Fig. 1: drive-strength map
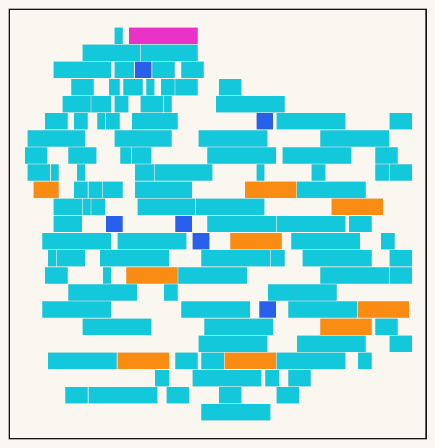
Fig. 2: pin map
Bar = 20 um. Pins as bars across the die edge, other pins in gray.
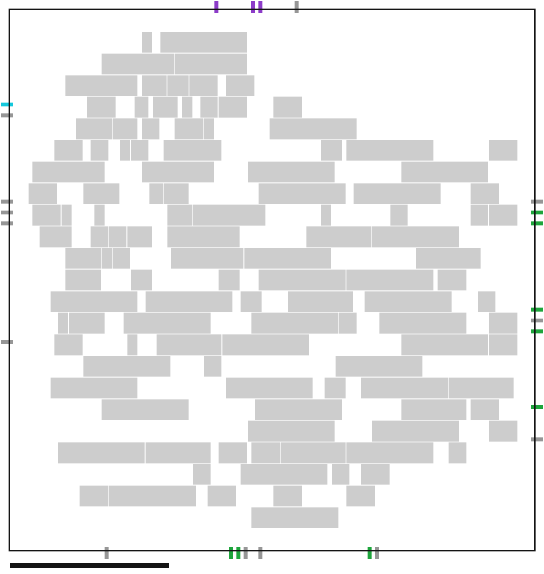
--- src/rtl/pe_chan_pkg.sv ---
// Shared definitions for the PE valid/ready channel blocks: width helpers,
// default geometry and reset values.
package pe_chan_pkg;

   function automatic int clog2(input int value);
      int r;
      r = 0;
      while ((1 << r) < value) r++;
      return r;
   endfunction

   localparam int def_width = 8;
   localparam int def_depth = 4;
   localparam int def_ptr_w = clog2(def_depth);
   localparam int def_cnt_w = def_ptr_w + 1;

   // Values every channel flop takes while rst is high.
   localparam logic rst_rdy   = 1'b0;
   localparam int   rst_ptr   = 0;
   localparam int   rst_count = 0;

endpackage

--- src/rtl/pe_chan_fifo_mem.sv ---
// depth x width register array: synchronous write, asynchronous read.
module pe_chan_fifo_mem
   import pe_chan_pkg::*;
#(
   parameter int width = def_width,
   parameter int depth = def_depth
) (
   input  logic                      clk,
   input  logic                      we,
   input  logic [clog2(depth)-1:0]   waddr,
   input  logic [width-1:0]          wdat,
   input  logic [clog2(depth)-1:0]   raddr,
   output logic [width-1:0]          rdat
);

   logic [width-1:0] mem [depth];

   // NOTE: storage has no reset on purpose; occupancy lives in the control
   // flops, so stale contents are never observed and the array stays plain.
   always_ff @(posedge clk) begin
      if (we) mem[waddr] <= wdat;
   end

   assign rdat = mem[raddr];

endmodule

--- src/rtl/pe_chan_in_fifo.sv ---
// Receiving end of the PE valid/ready channel: buffers upstream words in a
// small FIFO and presents them to the core on idat/ivld/irdy.
module pe_chan_in_fifo
   import pe_chan_pkg::*;
#(
   parameter int rscid = 1,
   parameter int width = def_width,
   parameter int depth = def_depth
) (
   input  logic                    clk,
   input  logic                    rst,
   input  logic [width-1:0]        dat,
   input  logic                    vld,
   output logic                    rdy,
   output logic [width-1:0]        idat,
   output logic                    ivld,
   input  logic                    irdy,
   output logic [clog2(depth):0]   count
);

   localparam int ptr_w = clog2(depth);
   localparam int cnt_w = ptr_w + 1;
   localparam logic [cnt_w-1:0] full_cnt = cnt_w'(depth);

   logic [ptr_w-1:0] wr_ptr;
   logic [ptr_w-1:0] rd_ptr;
   logic [cnt_w-1:0] count_next;
   logic [width-1:0] head_dat;
   logic             push;
   logic             pop;

   assign push = vld && rdy;
   assign pop  = ivld && irdy;
   assign ivld = (count != '0);

   // Gate the head word so idat reads 0 whenever the FIFO is empty.
   assign idat = ivld ? head_dat : '0;

   // NOTE: every variable driven here gets a default first, so no path
   // through the case leaves it unassigned and no latch is inferred.
   always_comb begin
      count_next = count;
      unique case ({push, pop})
         2'b10:   count_next = count + 1'b1;
         2'b01:   count_next = count - 1'b1;
         default: count_next = count;
      endcase
   end

   // NOTE: state flops use non-blocking assignments so every flop samples
   // pre-edge values, independent of statement order.
   always_ff @(posedge clk or posedge rst) begin
      if (rst) begin
         wr_ptr <= ptr_w'(rst_ptr);
         rd_ptr <= ptr_w'(rst_ptr);
         count  <= cnt_w'(rst_count);
         rdy    <= rst_rdy;
      end else begin
         if (push) wr_ptr <= wr_ptr + 1'b1;
         if (pop)  rd_ptr <= rd_ptr + 1'b1;
         count <= count_next;
         // Registered: a pop out of FULL re-opens rdy only on the next cycle.
         rdy   <= (count_next != full_cnt);
      end
   end

   pe_chan_fifo_mem #(
      .width (width),
      .depth (depth)
   ) u_mem (
      .clk   (clk),
      .we    (push),
      .waddr (wr_ptr),
      .wdat  (dat),
      .raddr (rd_ptr),
      .rdat  (head_dat)
   );

endmodule
--- config.mk ---
export PLATFORM = sky130hd
export DESIGN_NAME = pe_chan_in_fifo
export DESIGN_NICKNAME = d
export VERILOG_FILES = /design/src/rtl/pe_chan_pkg.sv /design/src/rtl/pe_chan_fifo_mem.sv /design/src/rtl/pe_chan_in_fifo.sv
export SDC_FILE = /design/constraint.sdc
export NUM_CORES = 1
export LEC_CHECK = 0
export CAP_MARGIN = 20
export CORE_AREA = 2 2 64 66
export CTS_BUF_LIST = sky130_fd_sc_hd__clkbuf_4
export DETAILED_ROUTE_END_ITERATION = 7
export DIE_AREA = 0 0 66 68
export PLACE_DENSITY_LB_ADDON = 0.3
export SYNTH_ARGS = -nofsm -noshare
export SYNTH_HDL_FRONTEND = slang
export SYNTH_SLANG_ARGS = --single-unit
--- constraint.sdc ---
create_clock -name clk -period 3.2 [get_ports clk]
set_input_delay 0.64 -clock clk [delete_from_list [all_inputs] [get_ports clk]]
set_output_delay 0.64 -clock clk [all_outputs]
set_load 0.005 [all_outputs]
==> results.txt <==
Notes on the physical design

The number of antenna violations at the first check in global routing is 0. The met2 track demand over resource in global routing is 24.4%. Detailed routing placed a total of 1430 um of wire on met2. The via count of the first global-routing pass was 905. Sorting the Yosys area breakdown by cell type puts at the top sky130_fd_sc_hd__edfxtp_1. The main area contributors are sky130_fd_sc_hd__edfxtp_1 (58%), sky130_fd_sc_hd__dfrtp_1 (12%), sky130_fd_sc_hd__mux4_2 (11%).

The all-layer global routing usage is 14.1%. Per the gpl log, the routability congestion estimate is 0.758. Each instance of the synthesized netlist takes up on average 18.4 um^2.

Tap insertion was completed with 50 tapcells. The hold buffer count at cts is 0. The number of flip-flops and latches in the synthesized netlist is 40. The main combinational cell family by area after synthesis is multiplexers. The CTS buffer count is 5. The transition time at the pin with the least slew margin is 470 ps. The pin count of the biggest net entering global routing is 13. The worst register-to-register path begins at count[0]$_DFF_PP0_. The number of cells traversed by the worst register-to-register path is 8.

Summing internal, switching and leakage power gives 1.79 mW. The setup TNS is 0 ps. The total stage count of the critical path is 4. The register with the most flip-flops in the layout has 32 of them. The clock network takes up 3.72% of total cell area after layout. In this run the cell area of the synthesized design comes to 1660 um^2. The clock network accounts for 17.7% of the total power. Derived from the worst setup path, the maximum achievable clock frequency is 352 MHz. The sort of element at the end of the critical path is an output port. The kind of cell with the highest combined delay on the critical path is buffers and inverters. Yosys instantiated no cell more often than sky130_fd_sc_hd__edfxtp_1. The final worst slack is 358 ps. Summed over all nets, the switching power comes to 510 uW. The area fraction in full adders, half adders and majority gates is 4.98%. The top metal layer carrying routed signals is met4. The routed length on met1 is 1130 um. The switching part of the total power is 28.5%. The wire length reported by the detailed router is 2730 um. The largest part of the power goes to sequential cells. Counting along the longest clock path gives a buffer depth of 2.

The total of clock buffers placed in the layout is 5. On the worst setup and hold paths after CTS, the clock-pin slew comes to 110 ps. The share of the cycle needed by the critical path after routing is 88.8%. The reported leakage power is 0.736 nW. The DRC marker count from the first detailed-route iteration is 22. In this run, placement finished with an instance count of 162. The analysis reports a worst IR drop on VDD of 387 uV. The smallest hold slack is 525 ps. 25 I/O pins were placed. Setup repair after global routing left no endpoint under its margin. The internal reg-to-reg setup slack is 660 ps. Wire segments on met3 add up to 122 um in the final route. The largest registers in the layout are u_mem.mem (32), count (3). The proportion of synthesized flip-flops having asynchronous set or reset is 20.0%. According to the cell report, the number of logic gates is 41. The post-cts repair resize count is 0. The first global-routing pass estimated 4260 um of wire. Per the CTS log, the maximum H-tree level is 2. In the finished design the tool counted flip-flops and latches totalling 40. Ranking logic cells in the layout by count gives the top entries sky130_fd_sc_hd__edfxtp_1 (32), sky130_fd_sc_hd__clkdlybuf4s50_1 (24), sky130_fd_sc_hd__and2_1 (9). The run finished with clean final reports. OpenROAD emitted warnings numbering 29. The register with the most flip-flops is u_mem.mem. Per the summary, power density relative to cell area is 886 nW/um^2. Looking at the critical path, the single cell with the biggest stage delay is sky130_fd_sc_hd__dfrtp_1. Clock skew on the completed layout was measured at 6.00 ps.

The post-CTS setup buffer count is 0. The warning tally printed by Yosys for this design is 0. The number of maximum-capacitance violations recorded for the run is 0. The antenna diode count is 0. Counting only logic cells after layout, the most numerous master is sky130_fd_sc_hd__edfxtp_1. The xor and xnor area share after synthesis is 2.64%. Cell internal power was estimated by the tool at 1.28 mW. Before antenna repair, the detailed router went through 4 iterations. The timing startpoint of the critical path is rd_ptr[0]$_DFFE_PP0P_.

The share of layout cells above drive strength 1 is 13.3%. The chip area estimate from yosys synthesis is 1660 um^2. The final non-filler cell total is 170. Across all layers, the routed design uses 845 vias.

The setup path with the least slack is of type reg2out. The detailed-placement wirelength estimate is 1860 um. The clock network power consumption is 317 uW. The filler cells instantiated in the layout total 335. The number of nets in the synthesized netlist is 108. The fraction of the core area covered by cells at the end of the flow is 52.3%. The combined buffer and inverter count along the critical path is 2. The critical path startpoint category is a register. After technology mapping, the gate count stands at 90. The non-clock buffer share of cell area is 12.3%. STA lists the endpoint of the worst register-to-register path as rdy$_DFF_PP0_. The flip-flop and latch area is 1160 um^2. The final layout contains 137 nets. The commonest cells after synthesis are sky130_fd_sc_hd__edfxtp_1 (32), sky130_fd_sc_hd__and2_1 (9), sky130_fd_sc_hd__dfrtp_1 (8), sky130_fd_sc_hd__mux4_2 (8), sky130_fd_sc_hd__inv_1 (6). The largest cell class by area is registers. The number of routed nets with antenna violations is 0. The portion of synthesized cell area occupied by the leading cell type is 57.9%. Checking hold timing, the worst path is listed with class in2async. The aoi/oai-family share of the synthesized area is 0.830%. The routing layer with the top usage in global route is met2. In this run the tightest slew margin relative to its limit is 68.7%. The DRC violation count after routing is 0. Yosys mapped a number of flops with a built-in enable equal to 32. The floorplan-stage core utilization is 43.0%.

The core region is 3860 um^2. The share of total power dissipated in sequential elements is 44.0%. Power attributed to combinational cells is 684 uW. The area fraction in mux cells is 12.1%. Per the CTS log, the root buffer master is sky130_fd_sc_hd__clkbuf_4. The post-route minimum period is 2840 ps.

The share of total power dissipated in combinational logic is 38.2%. The die area is 4490 um^2. Per the synth stats, the flop cell with the highest instance count is sky130_fd_sc_hd__edfxtp_1. The number of vias per cell is 4.97. The initialized floorplan defines 23 standard-cell rows. The simple-gate share of the synthesized area is 6.41%.
## Picture notes: Fig. 1
size	color	cells	most used
drive 6 and up	magenta	1	bufinv_16
drive 3 to 4	blue	6	clkbuf_4
drive 1 or less	cyan	104	edfxtp_1
drive 2	orange	9	mux4_2
finished layout cell area: 2020 um^2
area added between synthesis and finish: 21.6%
non-clock buffer count: 25

## Picture notes: Fig. 2
port	color	pins	direction	edge
count	purple	3	output	top
clk	cyan	1	input	left
idat	green	8	output	5 right, 3 bottom
port bufs: 24
width of the die: 66 um
chip height: 68 um

No activity file was given, so power comes from the tool's default toggle rates.
